**Wiring heat map**

Bar = 50 um. The die is cut into 28 by 28 equal tiles; dark purple is low, yellow is high, scaled to the fullest tile. Values are wire area over tile area, all layers added.
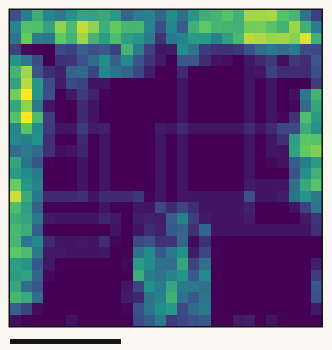
**Placement by cell class**

Bar = 50 um.
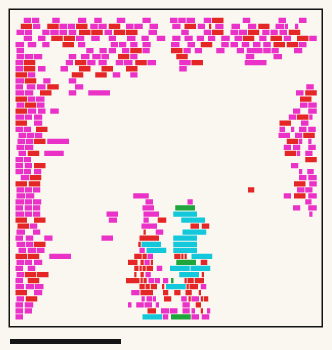
**I/O nets highlighted**

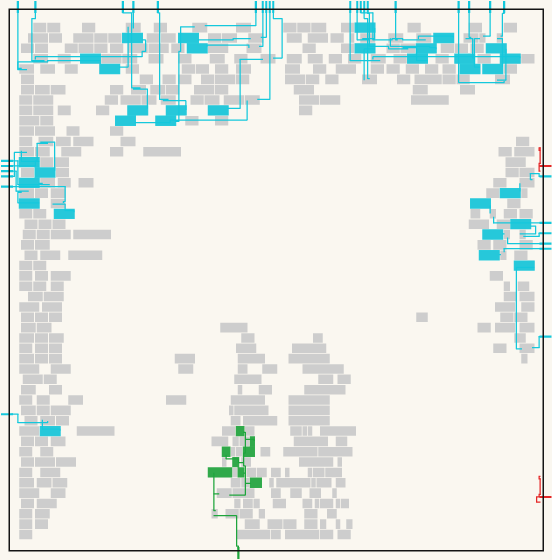
## src/rtl/pinwheel_bus_arbiter.sv

```systemverilog
`default_nettype none
// +----------------------------------------------------------------------------+
// | pinwheel_bus_arbiter: two-master TileLink-UL arbiter that shares one bus    |
// | slave between the core (m0) and a debug/loader master (m1).                |
// | m1 has a starvation guard. An in-order source FIFO routes D responses.      |
// | Optional: PINWHEEL_ARB_STATS_EN adds saturating grant statistics outputs.   |
// | Revision: 1.0                                                               |
// +----------------------------------------------------------------------------+
module pinwheel_bus_arbiter #(
   parameter int MAX_OUTSTANDING = 2,
   parameter int STARVE_LIMIT    = 4,
`ifdef PINWHEEL_ARB_STATS_EN
   parameter int CNT_WIDTH       = 16,
`endif
   parameter int SRC_WIDTH       = 2
) (
   input  logic                 clock,
   input  logic                 reset_n,
   // m0: core
   input  logic                 m0_a_valid_i,
   input  logic [2:0]           m0_a_opcode_i,
   input  logic [1:0]           m0_a_size_i,
   input  logic [SRC_WIDTH-1:0] m0_a_source_i,
   input  logic [31:0]          m0_a_address_i,
   input  logic [3:0]           m0_a_mask_i,
   input  logic [31:0]          m0_a_data_i,
   output logic                 m0_a_ready_o,
   output logic                 m0_d_valid_o,
   output logic [2:0]           m0_d_opcode_o,
   output logic [1:0]           m0_d_size_o,
   output logic [SRC_WIDTH-1:0] m0_d_source_o,
   output logic [31:0]          m0_d_data_o,
   output logic                 m0_d_error_o,
   // m1: debug/loader
   input  logic                 m1_a_valid_i,
   input  logic [2:0]           m1_a_opcode_i,
   input  logic [1:0]           m1_a_size_i,
   input  logic [SRC_WIDTH-1:0] m1_a_source_i,
   input  logic [31:0]          m1_a_address_i,
   input  logic [3:0]           m1_a_mask_i,
   input  logic [31:0]          m1_a_data_i,
   output logic                 m1_a_ready_o,
   output logic                 m1_d_valid_o,
   output logic [2:0]           m1_d_opcode_o,
   output logic [1:0]           m1_d_size_o,
   output logic [SRC_WIDTH-1:0] m1_d_source_o,
   output logic [31:0]          m1_d_data_o,
   output logic                 m1_d_error_o,
   // slave
   output logic                 slv_a_valid_o,
   output logic [2:0]           slv_a_opcode_o,
   output logic [1:0]           slv_a_size_o,
   output logic [SRC_WIDTH-1:0] slv_a_source_o,
   output logic [31:0]          slv_a_address_o,
   output logic [3:0]           slv_a_mask_o,
   output logic [31:0]          slv_a_data_o,
   input  logic                 slv_a_ready_i,
   input  logic                 slv_d_valid_i,
   input  logic [2:0]           slv_d_opcode_i,
   input  logic [1:0]           slv_d_size_i,
   input  logic [31:0]          slv_d_data_i,
   input  logic                 slv_d_error_i,
`ifdef PINWHEEL_ARB_STATS_EN
   output logic [CNT_WIDTH-1:0] stat_gnt0_o,
   output logic [CNT_WIDTH-1:0] stat_gnt1_o,
   output logic [CNT_WIDTH-1:0] stat_force_o,
`endif
   output logic                 busy_o,
   output logic                 err_spurious_o
);

   localparam int CNT_W = $clog2(MAX_OUTSTANDING + 1);
   localparam int PTR_W = (MAX_OUTSTANDING > 1) ? $clog2(MAX_OUTSTANDING) : 1;
   localparam int STV_W = $clog2(STARVE_LIMIT + 1);
   localparam logic [CNT_W-1:0] CNT_MAX  = CNT_W'(MAX_OUTSTANDING);
   localparam logic [PTR_W-1:0] PTR_LAST = PTR_W'(MAX_OUTSTANDING - 1);
   localparam logic [STV_W-1:0] STV_MAX  = STV_W'(STARVE_LIMIT);

   logic [CNT_W-1:0]     count_q, count_d;
   logic [PTR_W-1:0]     wr_ptr_q, wr_ptr_d;
   logic [PTR_W-1:0]     rd_ptr_q, rd_ptr_d;
   logic [STV_W-1:0]     starve_q, starve_d;
   logic                 err_q, err_d;
   logic                 fifo_idx_q [MAX_OUTSTANDING];
   logic [SRC_WIDTH-1:0] fifo_src_q [MAX_OUTSTANDING];

   logic can_issue, force_m1, gnt0, gnt1, a_fire, fifo_empty, pop, head_idx;

   // Grants are gated by reset_n so every request-side output drops the moment reset asserts.
   always_comb begin
      can_issue = reset_n & slv_a_ready_i & (count_q < CNT_MAX);
      force_m1  = (starve_q == STV_MAX) & m1_a_valid_i;
      gnt1      = can_issue & m1_a_valid_i & (force_m1 | ~m0_a_valid_i);
      gnt0      = can_issue & m0_a_valid_i & ~gnt1;
      a_fire    = gnt0 | gnt1;
      fifo_empty = (count_q == '0);
      pop       = slv_d_valid_i & ~fifo_empty;
      head_idx  = fifo_idx_q[rd_ptr_q];
   end

   always_comb begin
      m0_a_ready_o    = gnt0;
      m1_a_ready_o    = gnt1;
      slv_a_valid_o   = a_fire;
      slv_a_source_o  = SRC_WIDTH'(gnt1);
      slv_a_opcode_o  = gnt1 ? m1_a_opcode_i  : m0_a_opcode_i;
      slv_a_size_o    = gnt1 ? m1_a_size_i    : m0_a_size_i;
      slv_a_address_o = gnt1 ? m1_a_address_i : m0_a_address_i;
      slv_a_mask_o    = gnt1 ? m1_a_mask_i    : m0_a_mask_i;
      slv_a_data_o    = gnt1 ? m1_a_data_i    : m0_a_data_i;

      m0_d_valid_o  = pop & ~head_idx;
      m0_d_opcode_o = slv_d_opcode_i;
      m0_d_size_o   = slv_d_size_i;
      m0_d_source_o = fifo_src_q[rd_ptr_q];
      m0_d_data_o   = slv_d_data_i;
      m0_d_error_o  = slv_d_error_i;
      m1_d_valid_o  = pop & head_idx;
      m1_d_opcode_o = slv_d_opcode_i;
      m1_d_size_o   = slv_d_size_i;
      m1_d_source_o = fifo_src_q[rd_ptr_q];
      m1_d_data_o   = slv_d_data_i;
      m1_d_error_o  = slv_d_error_i;

      busy_o         = ~fifo_empty;
      err_spurious_o = err_q;
   end

   always_comb begin
      count_d  = count_q;
      wr_ptr_d = wr_ptr_q;
      rd_ptr_d = rd_ptr_q;
      starve_d = '0;
      err_d    = err_q | (slv_d_valid_i & fifo_empty);
      if (a_fire) begin
         wr_ptr_d = (wr_ptr_q == PTR_LAST) ? '0 : wr_ptr_q + PTR_W'(1);
      end
      if (pop) begin
         rd_ptr_d = (rd_ptr_q == PTR_LAST) ? '0 : rd_ptr_q + PTR_W'(1);
      end
      case ({a_fire, pop})
         2'b10:   count_d = count_q + CNT_W'(1);
         2'b01:   count_d = count_q - CNT_W'(1);
         default: count_d = count_q;
      endcase
      if (m1_a_valid_i && !gnt1) begin
         starve_d = (starve_q == STV_MAX) ? starve_q : starve_q + STV_W'(1);
      end
   end

   always_ff @(posedge clock or negedge reset_n) begin
      if (!reset_n) begin
         count_q  <= '0;
         wr_ptr_q <= '0;
         rd_ptr_q <= '0;
         starve_q <= '0;
         err_q    <= 1'b0;
      end else begin
         count_q  <= count_d;
         wr_ptr_q <= wr_ptr_d;
         rd_ptr_q <= rd_ptr_d;
         starve_q <= starve_d;
         err_q    <= err_d;
      end
   end

   // Entry payload needs no reset: it is only read while count_q marks it valid.
   always_ff @(posedge clock) begin
      if (a_fire) begin
         fifo_idx_q[wr_ptr_q] <= gnt1;
         fifo_src_q[wr_ptr_q] <= gnt1 ? m1_a_source_i : m0_a_source_i;
      end
   end

`ifdef PINWHEEL_ARB_STATS_EN
   logic [CNT_WIDTH-1:0] stat_gnt0_q, stat_gnt1_q, stat_force_q;

   always_ff @(posedge clock or negedge reset_n) begin
      if (!reset_n) begin
         stat_gnt0_q  <= '0;
         stat_gnt1_q  <= '0;
         stat_force_q <= '0;
      end else begin
         if (gnt0 && !(&stat_gnt0_q)) stat_gnt0_q <= stat_gnt0_q + CNT_WIDTH'(1);
         if (gnt1 && !(&stat_gnt1_q)) stat_gnt1_q <= stat_gnt1_q + CNT_WIDTH'(1);
         if (gnt1 && force_m1 && !(&stat_force_q)) stat_force_q <= stat_force_q + CNT_WIDTH'(1);
      end
   end

   assign stat_gnt0_o  = stat_gnt0_q;
   assign stat_gnt1_o  = stat_gnt1_q;
   assign stat_force_o = stat_force_q;
`endif

endmodule
`default_nettype wire

```

## config.mk

```make
export PLATFORM = sky130hd
export DESIGN_NAME = pinwheel_bus_arbiter
export DESIGN_NICKNAME = d
export VERILOG_FILES = /design/src/rtl/pinwheel_bus_arbiter.sv
export SDC_FILE = /design/constraint.sdc
export NUM_CORES = 1
export LEC_CHECK = 0
export CAP_MARGIN = 20
export CORE_AREA = 2 2 138 140
export DETAILED_ROUTE_END_ITERATION = 8
export DIE_AREA = 0 0 140 142
export SETUP_SLACK_MARGIN = 0.02
export SLEW_MARGIN = 20
export SYNTH_ARGS = -nofsm -noshare
export SYNTH_HDL_FRONTEND = slang
export SYNTH_SLANG_ARGS = --single-unit
```

## constraint.sdc

```tcl
create_clock -name clock -period 2.2 [get_ports clock]
set_input_delay 0.66 -clock clock [delete_from_list [all_inputs] [get_ports clock]]
set_output_delay 0.66 -clock clock [all_outputs]
set_load 0.01 [all_outputs]
```

==> flow_results.org <==
#+TITLE: Implementation results

** STA
- The clock arrives with 1.55 ps of skew.
- Final-report max-slew violation count :: 0
- Unrepaired setup endpoints after global routing :: true
- Across all setup checks in the final design, the least slack found is -444 ps.
- On the final layout, the worst hold slack is between 300 and 400 ps.
- Final total negative setup slack :: -26890 ps
- Crit path time final :: 2640 ps
- Final-report setup violation count :: approximately 75
- In the finished design, the share of the clock period the worst path needs comes to 120%.
- Static timing analysis puts the maximum clock frequency at ~380 MHz.
- Final hold violation count :: 0

** Final layout
- The number of antenna diodes in the final layout is 0.
- Ranked by total area, the top cell class in this layout is buffers.
- The layout report lists the non-clock buffer share of cell area as roughly 57%.
- Clock buffer instance count of the final layout :: 3
- Number of standard cells in the final layout excluding fillers :: 651
- The library cell used most frequently in the layout, excluding fill and tap cells, is clkdlybuf4s50_1.
- Clock network area share :: under 10%
- Seq_cells :: 14
- Per the layout report, the design carries 7 non-clock inverters.
- In this run the layout overhead on the synthesized area is reported as 118%.
- Fill cells :: 1897
- Multi-input gates :: 114
- Across the whole layout, storage elements account for 382 sq um.
- Buffer count excluding the clock tree in the final layout :: 278
- Layout net count :: between 600 and 700
- Of the cells placed in the final design, the portion with a size suffix greater than 1 is 50.1%.
- The area taken by multi-input combinational cells is reported as between 1000 and 1500 sq um.
- Per the layout area report, the combinational fraction of cell area is between 20% and 30%.
- The library cells used most frequently in the layout, excluding fill and tap cells, are clkdlybuf4s50_1, buf_6, mux2_4, buf_4, buf_2.

** Global route
- The number of antenna violations at the first check in global routing is 0.
- Maximum number of pins on one net before global-route repair :: 13
- Global routing used a little under a tenth of the available tracks across all layers.
- The number of global-route vias before repair was 2638.
- The first global-routing pass estimated about 15 mm of wire.
- The global route stage reports its total congestion overflow as 0.

** Floorplanning
- Number of well taps :: 234
- After floorplanning, the die was sized to cover 19900 sq um.
- Vert. Die Dim :: approximately 140 um
- Core utilization at floorplan :: 12.8%
- Die outline width :: roughly 140 um

** Route
- The routed design has about 11 mm of wire.
- After detailed routing, the number of remaining DRC violations is 20.
- Per the post-route antenna check, the number of violating nets is 0.
- The first routing iteration left 65 violations.
- Per the detail_route report, the via count comes to about 2.3k.
- Detailed-route wire length per cell :: between 15 and 20 um
- According to the report, the first pass of detailed routing completed in 6 iterations.
- For this run, the detailed router reports a per-instance via density of around 3.6.

** Setup path
- The most numerous cell type found on the critical path is buf_8.
- The timing report notes that buffer and inverter cells on the critical path total 5.
- Worst flop-to-flop path startpoint :: starve_q[0]
- Required time at the worst-slack endpoint :: ~1500 ps
- Critical Path Start Type :: flip-flop
- Register-to-register setup slack :: 150 ps
- For the worst flop-to-flop path, the logic depth is 9.
- STA classifies the critical path endpoint as an output port.
- Crit Path Class :: reg -> out
- Worst EP arrival :: just under 2000 ps
- The critical path goes through inv_2 -> ha_4 -> a21bo_4 -> nand3_4 -> buf_12 -> buf_8 -> buf_8 -> mux2_4 -> buf_6.
- Master of the slowest instance on the critical path :: dfrtp_1
- Cell class contributing the biggest share of worst-path delay :: buffers and inverters
- For the worst reg-to-reg path, the endpoint reported by OpenROAD is fifo_src_q[1][1].
- Stage delay of the slowest cell on the critical path :: approximately 360 ps
- Worst Path Max Fanout :: 8

** Synth
- Top cell area share :: between 20% and 30%
- Warnings from Yosys :: 0
- Yosys cell count :: between 200 and 250
- Net Count, Synth :: 421
- Area of the mapped netlist :: around 2400 sq um
- Xor/xnor share of the synthesized area :: approximately 1.9%
- Synthesis produced a netlist whose cell count is around 220.
- Counting flops with an async set or reset pin after synthesis yields a share of a little under three fifths.
- Register area share after synthesis :: between 10% and 20%
- Yosys shows that the main logic family after synthesis is multiplexers.
- Library cell occupying the most area in the post-synthesis netlist :: buf_4
- Library cell with the highest instance count after synthesis :: buf_4
- Summing the areas of all fa, ha and maj instances in the mapped netlist gives 1.59% of the synthesized area.
- Mean Syn Cell Area :: between 10 and 15 sq um
- Most common library cells after synthesis :: buf_4, mux2_4, mux2_2
- After synthesis, the share of cell area in mux cells is 43.9%.
- EDFF count, synth :: 6
- Sorting the synthesized cells by area gives the leading types as buf_4, mux2_4, mux2_2.
- Most common flop cell mapped by yosys :: dfrtp_1
- And+or+nand+nor area frac :: under 10%
- According to the Yosys statistics, the synthesized design has a chip area of ~2400 sq um.
- Count of unique library cells instantiated by Yosys :: 27
- Synthesis inferred 14 register bits.
- Per the synthesis report, the AND-OR/OR-AND share of the synthesized area is roughly 2.3%.

** Placed design
- Placed Area :: approximately 4500 sq um
- Number of instances in the placed design :: around 630
- The wire-length estimate of the detail-placed layout is 8.06 mm.
- After its last routability iteration, the placer logged a weighted congestion of about 0.76.
- Pre-CTS worst setup slack :: -1100 ps

** Flow run
- Log Warnings :: 30
- Maxcap violations :: 0

** Power
- Overall power consumption after layout is estimated at around 0.0021 W.
- Worst IR Drop VDD :: roughly 260 uV
- Power spread over the standard cell area amounts to around 410 nW/um^2.
- Static Leak :: roughly 2.4 nW

** Worst hold path
- The path class of the tightest hold or removal check is in -> async.

** Clock network
- Clock input transition at the sequential cells of the worst setup and hold paths :: around 50 ps
- Per the CTS log, the root buffer master is clkbuf_16.
- Cts bufs inserted :: 3
- Total of hold buffers inserted after clock tree synthesis :: 0
- Per the CTS log, the buffer count on the longest clock path is 2.
- TritonCTS built the clock tree.
- Number of H-tree levels :: 1
- Clock latency on the worst-skew pair, taken at its later pin, is 250 ps.
- CTS saw 14 sinks.

** Status
- Violated checks :: DRC, setup timing
- Status :: finished, violations left
Notes on 'wiring heat map' above:
- nearly empty tiles: 38%
- tiles over half the peak: 16%
- densest ninth of the die: upper left
- mean over tiles: 0.088

Notes on 'placement by cell class' above:
- cyan: sequential cells (cells 14; share of their area 7.9%)
- magenta: remaining buffers and delay cells (cells 278; share of their area 60%)
- green: clock drivers and dummy loads (cells 4; share of their area 1.6%)
- red: combinational and other logic (cells 121; share of their area 30%)
Site Rows: 50
register fraction of the total cell area: 7.45%
core footprint: 18500 sq um
final core utilization: 27.8%
cell area after layout: 5120 sq um

Notes on 'I/O nets highlighted' above:
- red: m1_d_size_o (bits 2; direction output; edge right; end cells 0; wire 17.3 um)
- green: m1_a_valid_i (bits 1; direction input; edge bottom; end cells 8; wire 60.1 um)
- cyan: slv_a_address_o (bits 32; direction output; edge 20 top, 6 left, 6 right; end cells 32; wire 876 um)
count of boundary I/O pins: 356
count of input and output buffers: 240

==> sequential cells by signal, indices dropped and copies added (netlist names) <==
signal,cells
starve_q,3
err_spurious_o,1
fifo_src_q,4
rd_ptr_q,1
wr_ptr_q,1
fifo_idx_q,2
count_q,2
==> worst reg2reg max path, stage by stage (launching register included) <==
cell     delay (ps)
dfrtp_1         360
inv_2            60
ha_4            160
a21bo_4         210
nand3_4          90
buf_4           130
buf_12          140
buf_4           140
buf_8           120
mux2_2          370
==> layer usage <==
layer | global-route usage (%) | part of all wire (%)
met2 | 17.7 | 53
met5 | 0 | 0
met4 | 2.92 | 1.7
met3 | 3.67 | 11
met1 | 9.99 | 35
==> cell families (layout without fill, tap and decap cells) <==
group	count (synthesis)	count (layout)
XOR/XNOR	5	5
AND/OR/NAND/NOR	18	18
multiplexers	79	79
other	1	1
flip-flops	14	14
buffers and inverters	96	289
AND-OR/OR-AND	8	8
adder cells (fa/ha/maj)	3	3
==> repair_timing <==
item / CTS / global route
pin swaps: 4 / 2
resized: 438 / 28
endpoints found under the setup margin: 83 / 79
gates cloned: 8 / 1
setup buffers: 18 / 2
==> how the worst max path moves through the flow <==
stage / endpoint / slack [ps] / cells after the start / from
6_report: slv_a_data_o[25] / -440 / 9 / starve_q[0]
5_1_grt: slv_a_data_o[25] / -520 / 9 / starve_q[1]
4_1_cts: slv_a_address_o[28] / -510 / 9 / starve_q[1]
3_3_place_gp: slv_a_data_o[10] / -1090 / 6 / m0_a_valid_i
2_1_floorplan: slv_a_address_o[10] / -50 / 5 / reset_n
3_5_place_dp: slv_a_data_o[10] / -1100 / 6 / m0_a_valid_i
==> power breakdown <==
part	internal, W	switching [W]	total [W]
logic	0.000895	0.000470	0.00136
registers	0.000343	0.0000534	0.000397
clock network	0.000241	0.000109	0.000350
total	0.00148	0.000632	0.00211
No activity file was given, so power comes from the tool's default toggle rates.
